### src/rtl/noc_vc_requester_pkg.sv
// Shared types and field positions for the NoC virtual-channel requester.
// Contents:
//   flit_type_e : two-bit flit type carried in the top bits of every flit
//   state_e     : requester FSM state, also exposed for debug
//   TYPE_W      : width of the type field (it occupies [FLIT_W-1 -: TYPE_W])
//   DEST_LSB    : LSB of the destination field in a head flit
package noc_vc_pkg;

    typedef enum logic [1:0] {
        FT_HEAD_TAIL = 2'b00,
        FT_HEAD      = 2'b01,
        FT_BODY      = 2'b10,
        FT_TAIL      = 2'b11
    } flit_type_e;

    typedef enum logic [1:0] {
        ST_IDLE = 2'b00,
        ST_REQ  = 2'b01,
        ST_XFER = 2'b10,
        ST_DROP = 2'b11
    } state_e;

    localparam int TYPE_W   = 2;
    localparam int DEST_LSB = 0;

endpackage

### src/rtl/noc_vc_requester_if.sv
// Bundle of the requester's flit-in, arbiter and flit-out signals.
//
// Handshakes: a transfer on either flit channel happens in a cycle where
// valid and ready are both high at the rising clock edge. The sender holds
// its flit stable while valid is high and ready is low.
//
// Signals:
//   flit_i/valid_i/ready_o : upstream flit channel into the input buffer
//   req_o/grant_i          : one-hot request / grant vector with the arbiters
//   update_o               : one-cycle pulse, packet done, arbiter may rotate
//   flit_o/valid_o/ready_i : downstream flit channel (buffer head)
//   err_o                  : sticky protocol error flag
//   state_o                : current FSM state (debug visibility)
// Modports: master = the requester, slave = its environment.
interface noc_vc_requester_if
    import noc_vc_pkg::*;
#(
    parameter int N_OUT  = 2,
    parameter int FLIT_W = 34
);
    logic [FLIT_W-1:0] flit_i;
    logic              valid_i;
    logic              ready_o;
    logic [N_OUT-1:0]  req_o;
    logic [N_OUT-1:0]  grant_i;
    logic              update_o;
    logic [FLIT_W-1:0] flit_o;
    logic              valid_o;
    logic              ready_i;
    logic              err_o;
    state_e            state_o;

    modport master (
        input  flit_i, valid_i, grant_i, ready_i,
        output ready_o, req_o, update_o, flit_o, valid_o, err_o, state_o
    );

    modport slave (
        output flit_i, valid_i, grant_i, ready_i,
        input  ready_o, req_o, update_o, flit_o, valid_o, err_o, state_o
    );
endinterface

### src/rtl/noc_vc_requester_fifo.sv
// Synchronous flit FIFO, no bypass: a flit written in cycle t is visible at
// dout_o from t+1. Pointers carry one extra wrap bit to tell full from empty.
// Ports:
//   clk, arst        : clock, asynchronous active-low reset
//   push_i / din_i   : write request and data (ignored while full)
//   pop_i            : read request (ignored while empty)
//   dout_o           : current head entry (meaningless while empty)
//   full_o, empty_o  : occupancy flags
module flit_fifo #(
    parameter int FLIT_W     = 34,
    parameter int FIFO_DEPTH = 4
) (
    input  logic              clk,
    input  logic              arst,
    input  logic              push_i,
    input  logic              pop_i,
    input  logic [FLIT_W-1:0] din_i,
    output logic [FLIT_W-1:0] dout_o,
    output logic              full_o,
    output logic              empty_o
);
    localparam int AW = $clog2(FIFO_DEPTH);

    logic [FLIT_W-1:0] mem_q [FIFO_DEPTH];
    logic [AW:0]       wr_ptr_q, wr_ptr_d;
    logic [AW:0]       rd_ptr_q, rd_ptr_d;
    logic              do_push, do_pop;

    assign empty_o = (wr_ptr_q == rd_ptr_q);
    assign full_o  = (wr_ptr_q[AW] != rd_ptr_q[AW]) &&
                     (wr_ptr_q[AW-1:0] == rd_ptr_q[AW-1:0]);
    assign do_push = push_i & ~full_o;
    assign do_pop  = pop_i & ~empty_o;
    assign dout_o  = mem_q[rd_ptr_q[AW-1:0]];

    always_comb begin
        wr_ptr_d = wr_ptr_q;
        rd_ptr_d = rd_ptr_q;
        if (do_push) wr_ptr_d = wr_ptr_q + 1'b1;
        if (do_pop)  rd_ptr_d = rd_ptr_q + 1'b1;
    end

    always_ff @(posedge clk or negedge arst) begin
        if (!arst) begin
            wr_ptr_q <= '0;
            rd_ptr_q <= '0;
        end else begin
            wr_ptr_q <= wr_ptr_d;
            rd_ptr_q <= rd_ptr_d;
        end
    end

    // Storage needs no reset: contents are only observed when non-empty.
    always_ff @(posedge clk) begin
        if (do_push) mem_q[wr_ptr_q[AW-1:0]] <= din_i;
    end
endmodule

### src/rtl/noc_vc_requester.sv
// Requester side of the round-robin output arbitration protocol.
// Buffers incoming flits, decodes the head flit's destination into a one-hot
// request, holds it until granted, streams the packet head-to-tail and then
// pulses update_o so the arbiter can rotate. Misrouted or stray flits are
// discarded and flagged on the sticky err_o.
// Ports:
//   clk  : clock, rising edge
//   arst : asynchronous active-low reset
//   bus  : noc_vc_requester_if master modport (flit in/out, req/grant,
//          update, error, debug state)
// DEST_W must satisfy 2**DEST_W >= N_OUT; FIFO_DEPTH is a power of two >= 2.
module noc_vc_requester
    import noc_vc_pkg::*;
#(
    parameter int N_OUT      = 2,
    parameter int FLIT_W     = 34,
    parameter int DEST_W     = 1,
    parameter int FIFO_DEPTH = 4
) (
    input  logic               clk,
    input  logic               arst,
    noc_vc_requester_if.master bus
);
    logic [FLIT_W-1:0] head;
    logic              full, empty, push, pop;
    flit_type_e        head_type;
    logic [DEST_W-1:0] head_dest;
    logic              is_head, is_last, dest_ok, granted, out_valid;
    logic [N_OUT-1:0]  route_dec;

    state_e            state_q, state_d;
    logic [N_OUT-1:0]  route_q, route_d;
    logic              update_q, update_d;
    logic              err_q, err_d;

    assign push = bus.valid_i & ~full;

    flit_fifo #(
        .FLIT_W    (FLIT_W),
        .FIFO_DEPTH(FIFO_DEPTH)
    ) u_fifo (
        .clk    (clk),
        .arst   (arst),
        .push_i (push),
        .pop_i  (pop),
        .din_i  (bus.flit_i),
        .dout_o (head),
        .full_o (full),
        .empty_o(empty)
    );

    assign head_type = flit_type_e'(head[FLIT_W-1 -: TYPE_W]);
    assign head_dest = head[DEST_LSB +: DEST_W];
    assign is_head   = (head_type == FT_HEAD) || (head_type == FT_HEAD_TAIL);
    assign is_last   = (head_type == FT_TAIL) || (head_type == FT_HEAD_TAIL);
    assign dest_ok   = (32'(head_dest) < 32'(N_OUT));
    // Only grant bits on our own route count; others belong to other inputs.
    assign granted   = |(bus.grant_i & route_q);

    always_comb begin
        route_dec = '0;
        for (int i = 0; i < N_OUT; i++) begin
            route_dec[i] = (head_dest == DEST_W'(i));
        end
    end

    always_comb begin
        state_d   = state_q;
        route_d   = route_q;
        update_d  = 1'b0;
        err_d     = err_q;
        pop       = 1'b0;
        out_valid = 1'b0;
        case (state_q)
            ST_IDLE: begin
                if (!empty) begin
                    if (is_head && dest_ok) begin
                        route_d = route_dec;
                        state_d = ST_REQ;
                    end else if (is_head) begin
                        // Unroutable head: a single-flit packet is dropped on
                        // the spot, a multi-flit one is drained through DROP.
                        err_d = 1'b1;
                        if (head_type == FT_HEAD) state_d = ST_DROP;
                        else                      pop     = 1'b1;
                    end else begin
                        // BODY/TAIL with no packet open: discard it.
                        err_d = 1'b1;
                        pop   = 1'b1;
                    end
                end
            end
            ST_REQ: begin
                if (granted) state_d = ST_XFER;
            end
            ST_XFER: begin
                // A withdrawn grant stalls the packet without leaving XFER.
                out_valid = ~empty & granted;
                if (out_valid && bus.ready_i) begin
                    pop = 1'b1;
                    if (is_last) begin
                        state_d  = ST_IDLE;
                        update_d = 1'b1;
                    end
                end
            end
            ST_DROP: begin
                if (!empty) begin
                    pop = 1'b1;
                    if (head_type == FT_TAIL) state_d = ST_IDLE;
                end
            end
            default: state_d = ST_IDLE;
        endcase
    end

    always_ff @(posedge clk or negedge arst) begin
        if (!arst) begin
            state_q  <= ST_IDLE;
            route_q  <= '0;
            update_q <= 1'b0;
            err_q    <= 1'b0;
        end else begin
            state_q  <= state_d;
            route_q  <= route_d;
            update_q <= update_d;
            err_q    <= err_d;
        end
    end

    assign bus.ready_o  = ~full;
    assign bus.req_o    = ((state_q == ST_REQ) || (state_q == ST_XFER)) ? route_q : '0;
    assign bus.valid_o  = out_valid;
    assign bus.flit_o   = head;
    assign bus.update_o = update_q;
    assign bus.err_o    = err_q;
    assign bus.state_o  = state_q;
endmodule

### src/flat_wrapper.sv
// flat-port wrapper written by rule: the top's interface ports become plain ports
module noc_vc_requester_flat import noc_vc_pkg::*;
#(
    parameter int N_OUT      = 2,
    parameter int FLIT_W     = 34,
    parameter int DEST_W     = 1,
    parameter int FIFO_DEPTH = 4
)
  (clk, arst, bus_flit_i, bus_valid_i, bus_grant_i, bus_ready_i, bus_ready_o, bus_req_o, bus_update_o, bus_flit_o, bus_valid_o, bus_err_o, bus_state_o);
  noc_vc_requester_if #(.N_OUT(N_OUT), .FLIT_W(FLIT_W)) bus_i ();
  input  logic clk;
  input  logic arst;
  input wire logic [$bits(bus_i.flit_i)-1:0] bus_flit_i;
  input wire logic [$bits(bus_i.valid_i)-1:0] bus_valid_i;
  input wire logic [$bits(bus_i.grant_i)-1:0] bus_grant_i;
  input wire logic [$bits(bus_i.ready_i)-1:0] bus_ready_i;
  output wire logic [$bits(bus_i.ready_o)-1:0] bus_ready_o;
  output wire logic [$bits(bus_i.req_o)-1:0] bus_req_o;
  output wire logic [$bits(bus_i.update_o)-1:0] bus_update_o;
  output wire logic [$bits(bus_i.flit_o)-1:0] bus_flit_o;
  output wire logic [$bits(bus_i.valid_o)-1:0] bus_valid_o;
  output wire logic [$bits(bus_i.err_o)-1:0] bus_err_o;
  output wire logic [$bits(bus_i.state_o)-1:0] bus_state_o;
  assign bus_i.flit_i = bus_flit_i;
  assign bus_i.valid_i = bus_valid_i;
  assign bus_i.grant_i = bus_grant_i;
  assign bus_i.ready_i = bus_ready_i;
  assign bus_ready_o = bus_i.ready_o;
  assign bus_req_o = bus_i.req_o;
  assign bus_update_o = bus_i.update_o;
  assign bus_flit_o = bus_i.flit_o;
  assign bus_valid_o = bus_i.valid_o;
  assign bus_err_o = bus_i.err_o;
  assign bus_state_o = bus_i.state_o;
  noc_vc_requester #(.N_OUT(N_OUT), .FLIT_W(FLIT_W), .DEST_W(DEST_W), .FIFO_DEPTH(FIFO_DEPTH)) u_core (.clk(clk), .arst(arst), .bus(bus_i));
endmodule
### config.mk
export PLATFORM = sky130hd
export DESIGN_NAME = noc_vc_requester_flat
export DESIGN_NICKNAME = d
export VERILOG_FILES = /design/src/rtl/noc_vc_requester_pkg.sv /design/src/rtl/noc_vc_requester_if.sv /design/src/rtl/noc_vc_requester_fifo.sv /design/src/rtl/noc_vc_requester.sv /design/src/flat_wrapper.sv
export SDC_FILE = /design/constraint.sdc
export NUM_CORES = 1
export LEC_CHECK = 0
export ABC_AREA = 1
export CAP_MARGIN = 25
export CORE_AREA = 3 3 133 122
export CTS_BUF_LIST = sky130_fd_sc_hd__clkbuf_16
export DETAILED_ROUTE_END_ITERATION = 8
export DIE_AREA = 0 0 136 125
export PLACE_DENSITY = 0.65
export SYNTH_ARGS = -nofsm -noshare
export SYNTH_HDL_FRONTEND = slang
export SYNTH_SLANG_ARGS = --single-unit
### constraint.sdc
create_clock -name clk -period 3.9 [get_ports clk]
set_input_delay 0.585 -clock clk [delete_from_list [all_inputs] [get_ports clk]]
set_output_delay 0.585 -clock clk [all_outputs]
set_load 0.01 [all_outputs]
run_1/layer_met2.png
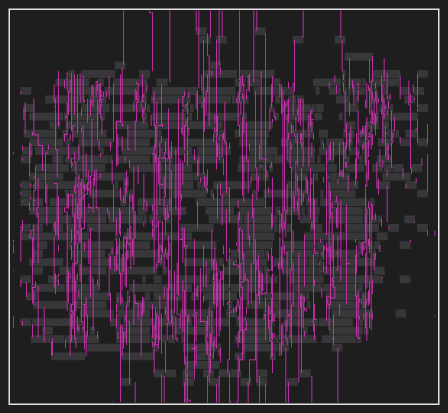
- nets with wire on the layer: 457
- main direction: vertical
- wire length on this layer: 6150 um
- share of all routed wire: 49%
- longest straight run: 62.6 um
Total Wirelength: 12.44 mm
met2 usage: 25.66%
Vias: 3637

run_1/flops_by_reg.png
Other sequential cells in the stronger grey, the rest of the logic in the fainter grey.
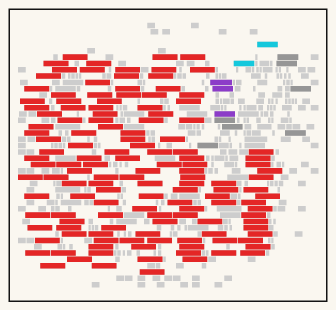
- cyan: `u_core.route_q` (placed flops 2)
- purple: `u_core.u_fifo.rd_ptr_q` (placed flops 3)
- red: `u_core.u_fifo.mem_q` (placed flops 136)
sequential group power: 2.24 mW
register area: 4385 sq um

==> CHANGELOG.md, run 1 <==
### Physical design

- Status: complete, no violations
- CTS tree: yes
- CP startpoint: u_core.u_fifo.rd_ptr_q[0]$_DFFE_PN0P_
- Chip area: 17000 sq um
- Setup Viol. Count Final: 0
- Clk tree area frac: 8.014%
- Cell Area, Placed: 6937 sq um
- PwrDens: 824.2 nW/um^2
- Die W: 136 um
- Synthesized area: 5928 sq um
- Aoi share: 9.624%
- Post-layout period usage of the worst path: 78.13%
- WHS Path Cells: 1
- Combinational Power Share: 37.6%
- Number of routed nets with antenna violations: 0
- Net load switching power: 2.133 mW
- Leakage Power: 2.655 nW
- First-pass GRT wire length: 19.93 mm
- Logic cell area: 1366 sq um
- IO Port Bufs: 81
- Flip-flops with a built-in enable: 136
- Max FFs per register: 136
- Top cells by area: edfxtp_1 (69%), dfrtp_1 (5.1%), nor2_1 (4.7%), o21ai_0 (3.9%), o22ai_1 (3.5%)
- Type of the worst min-delay path: reg -> reg
- Asr flop ratio synth: 8.108%
- Pins over their slew limit: 0
- VDD IR max: 393.5 uV
- Sw Share: 34.32%
- Buf/Inv on CP: 2
- Plain + repair buffers: 87
- Wire length per cell: 16.93 um
- Largest net degree at the start of global routing: 72
- Pint: 4.082 mW
- Slew HR: 49.33%
- CTS sink cnt: 148
- Hold worst-path end: u_core.bus.err_o$_DFFE_PN0N_
- Adder Area Share: 2.111%
- Flop share of the area: 58.16%
- Met1 Use GR: 19.23%
- Chip height: 125 um
- IO Pins: 82
- Multiplexer share of the synthesized area: 0%
- Distinct cells, synth: 31
- R2R Setup Slk: 1.31 ns
- Finished Cell Area: 7541 sq um
- Worst-margin pin slew: 0.7583 ns
- Top power group: combinational cells
- CTS buffer count: 17
- Net count after synthesis: 491
- Post-DP HPWL: 7.232 mm
- Core ar.: 14820 sq um
- Clk network pwr share: 26.4%
- Clk. pwr: 1.64 mW
- Ys Warns: 0
- Met2 Routed Length: 6.145 mm
- Syn Inst Count: 441
- Place WS: 1.275 ns
- Comb/total area: 18.12%
- Finished Layout Cells: 735
- Largest fanout on the critical path: 71
- Worst setup EP type: output pin
- Share of layout cells above drive strength 1: 11.36%
- Critical path depth: 4
- Max-capacitance violation count: 0
- Clock buffer count: 17
- Crit path required time: 3.31 ns
- Worst r2r src: u_core.u_fifo.rd_ptr_q[0]$_DFFE_PN0P_
- Ys flops: 148
- Setup repair after global routing missed its margin: false
- # fillers: 1279
- Final non-clock buffer share: 11.35%
- Vias in the first global route: 3759
- Largest type area fraction: 68.89%
- Top cells excl fill/tap: edfxtp_1 (136), clkdlybuf4s50_1 (81), nor2_1 (71)
- Top cell excl fill/tap: edfxtp_1
- Clk latency late pin: 0.41 ns
- OpenROAD warning count: 32
- Register share of total power: 36.0%
- Register area share after synthesis: 73.96%
- Fin crit period: 3.047 ns
- Top cell category: sequential cells
- Placed cell count: 703
- Worst Path Class, Setup: reg -> out
- Site Rows: 42
- Crit-path slowest cell: clkdlybuf4s50_1
- Overall Global Routing Usage: 15.40%
- Grt total ovfl: 0
- Comb pwr: 2.34 mW
- Critical path, cell by cell: buf_4 -> o21ai_0 -> o22ai_1 -> clkdlybuf4s50_1
- # nets final: 574
- Reg2reg path depth: 7
- Detailed-route DRC error count: 0
- Setup TNS: 0 ns
- Family with the most delay on the worst path: buffers and inverters
- FMAX: 328.2 MHz
- Final Util: 50.89%
- Min-Delay Startpoint: u_core.bus.err_o$_DFFE_PN0N_
- Synth top cell by count: edfxtp_1
- Synth Area per Inst: 13.44 sq um
- Final setup skew: 0.008080 ns
- ANT cells: 0
- Final Hold Vio Count: 0
- Synthesized chip area reported by yosys: 5928 sq um
- Fp util: 40.00%
run_1/placement.png
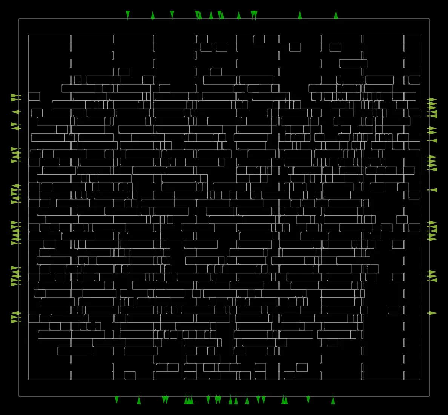
tap cells: 198
flip-flops: 148

run_1/layer_met1.png
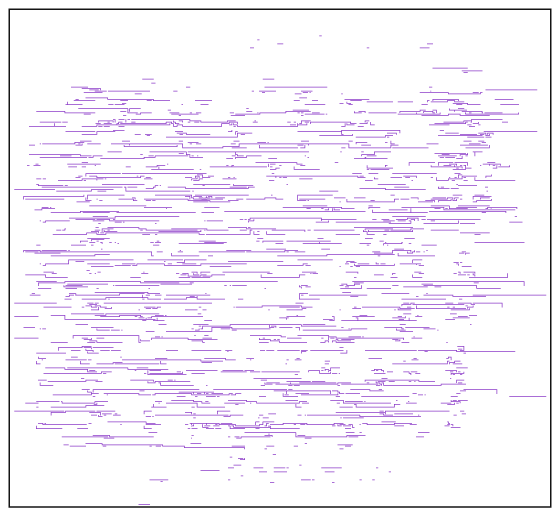

==> run 2: changes to the inputs <==
- PLACE_DENSITY: 0.65 -> 0.67
- clock period: 3.9 -> 2.5 ns (I/O delays scaled with it)
run_2/layer_met1.png
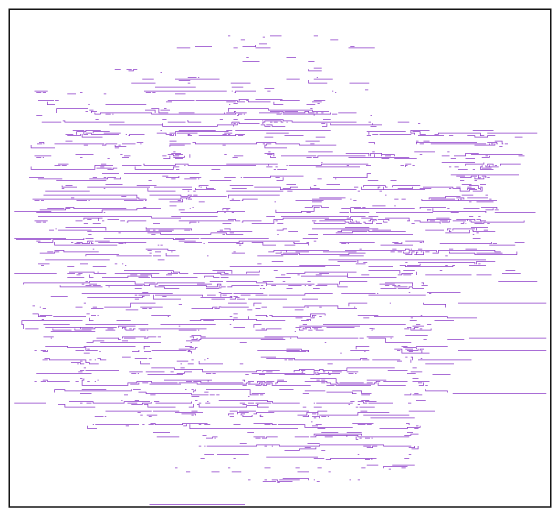
- nets with wire on the layer: 530
- main direction: horizontal
- wire length on this layer: 5680 um
- longest straight run: 39.6 um
- share of all routed wire: 43%
met1 Use GR: 20.37%
Vias: 3797
Total Wirelength: 13.28 mm

==> CHANGELOG.md, run 2 <==
### Physical design

- Status: complete, no violations
- Max FFs per register: 136
- Largest net degree at the start of global routing: 38
- Largest type area fraction: 68.89%
- Share of layout cells above drive strength 1: 14.26%
- Slew HR: 58.64%
- Top cell category: sequential cells
- IO Pins: 82
- Post-layout period usage of the worst path: 99.63%
- Overall Global Routing Usage: 16.14%
- CP startpoint: u_core.u_fifo.rd_ptr_q[0]$_DFFE_PN0P_
- Multiplexer share of the synthesized area: 0%
- Worst-margin pin slew: 0.6184 ns
- Fp util: 40.00%
- Pint: 6.680 mW
- Aoi share: 9.624%
- Pins over their slew limit: 0
- Comb pwr: 4.01 mW
- Met2 usage: 26.19%
- Core ar.: 14820 sq um
- IO Port Bufs: 81
- Top power group: combinational cells
- Setup TNS: 0 ns
- Cell Area, Placed: 7049 sq um
- Met2 Routed Length: 6.669 mm
- Flop share of the area: 55.93%
- Vias in the first global route: 3868
- Sw Share: 33.89%
- Clk. pwr: 2.56 mW
- Chip height: 125 um
- # nets final: 593
- Tap cells: 198
- Max-capacitance violation count: 0
- Chip area: 17000 sq um
- # fillers: 1237
- Crit-path slowest cell: clkdlybuf4s50_1
- Fin crit period: 2.491 ns
- Final Util: 52.93%
- Final non-clock buffer share: 14.50%
- Worst r2r src: u_core.u_fifo.rd_ptr_q[0]$_DFFE_PN0P_
- Asr flop ratio synth: 8.108%
- Comb/total area: 17.58%
- Net count after synthesis: 491
- Logic cell area: 1379 sq um
- Buf/Inv on CP: 2
- Combinational Power Share: 39.7%
- Top cell excl fill/tap: edfxtp_1
- Clk network pwr share: 25.4%
- Place WS: 0.2786 ns
- Final setup skew: 0.006036 ns
- Placed cell count: 713
- Ys flops: 148
- Distinct cells, synth: 31
- Synth top cell by count: edfxtp_1
- Adder Area Share: 2.111%
- CTS sink cnt: 148
- Setup repair after global routing missed its margin: true
- Detailed-route DRC error count: 0
- Sequential group power: 3.53 mW
- Leakage Power: 2.982 nW
Power figures rest on the tool's default switching activity, not on a simulated workload.
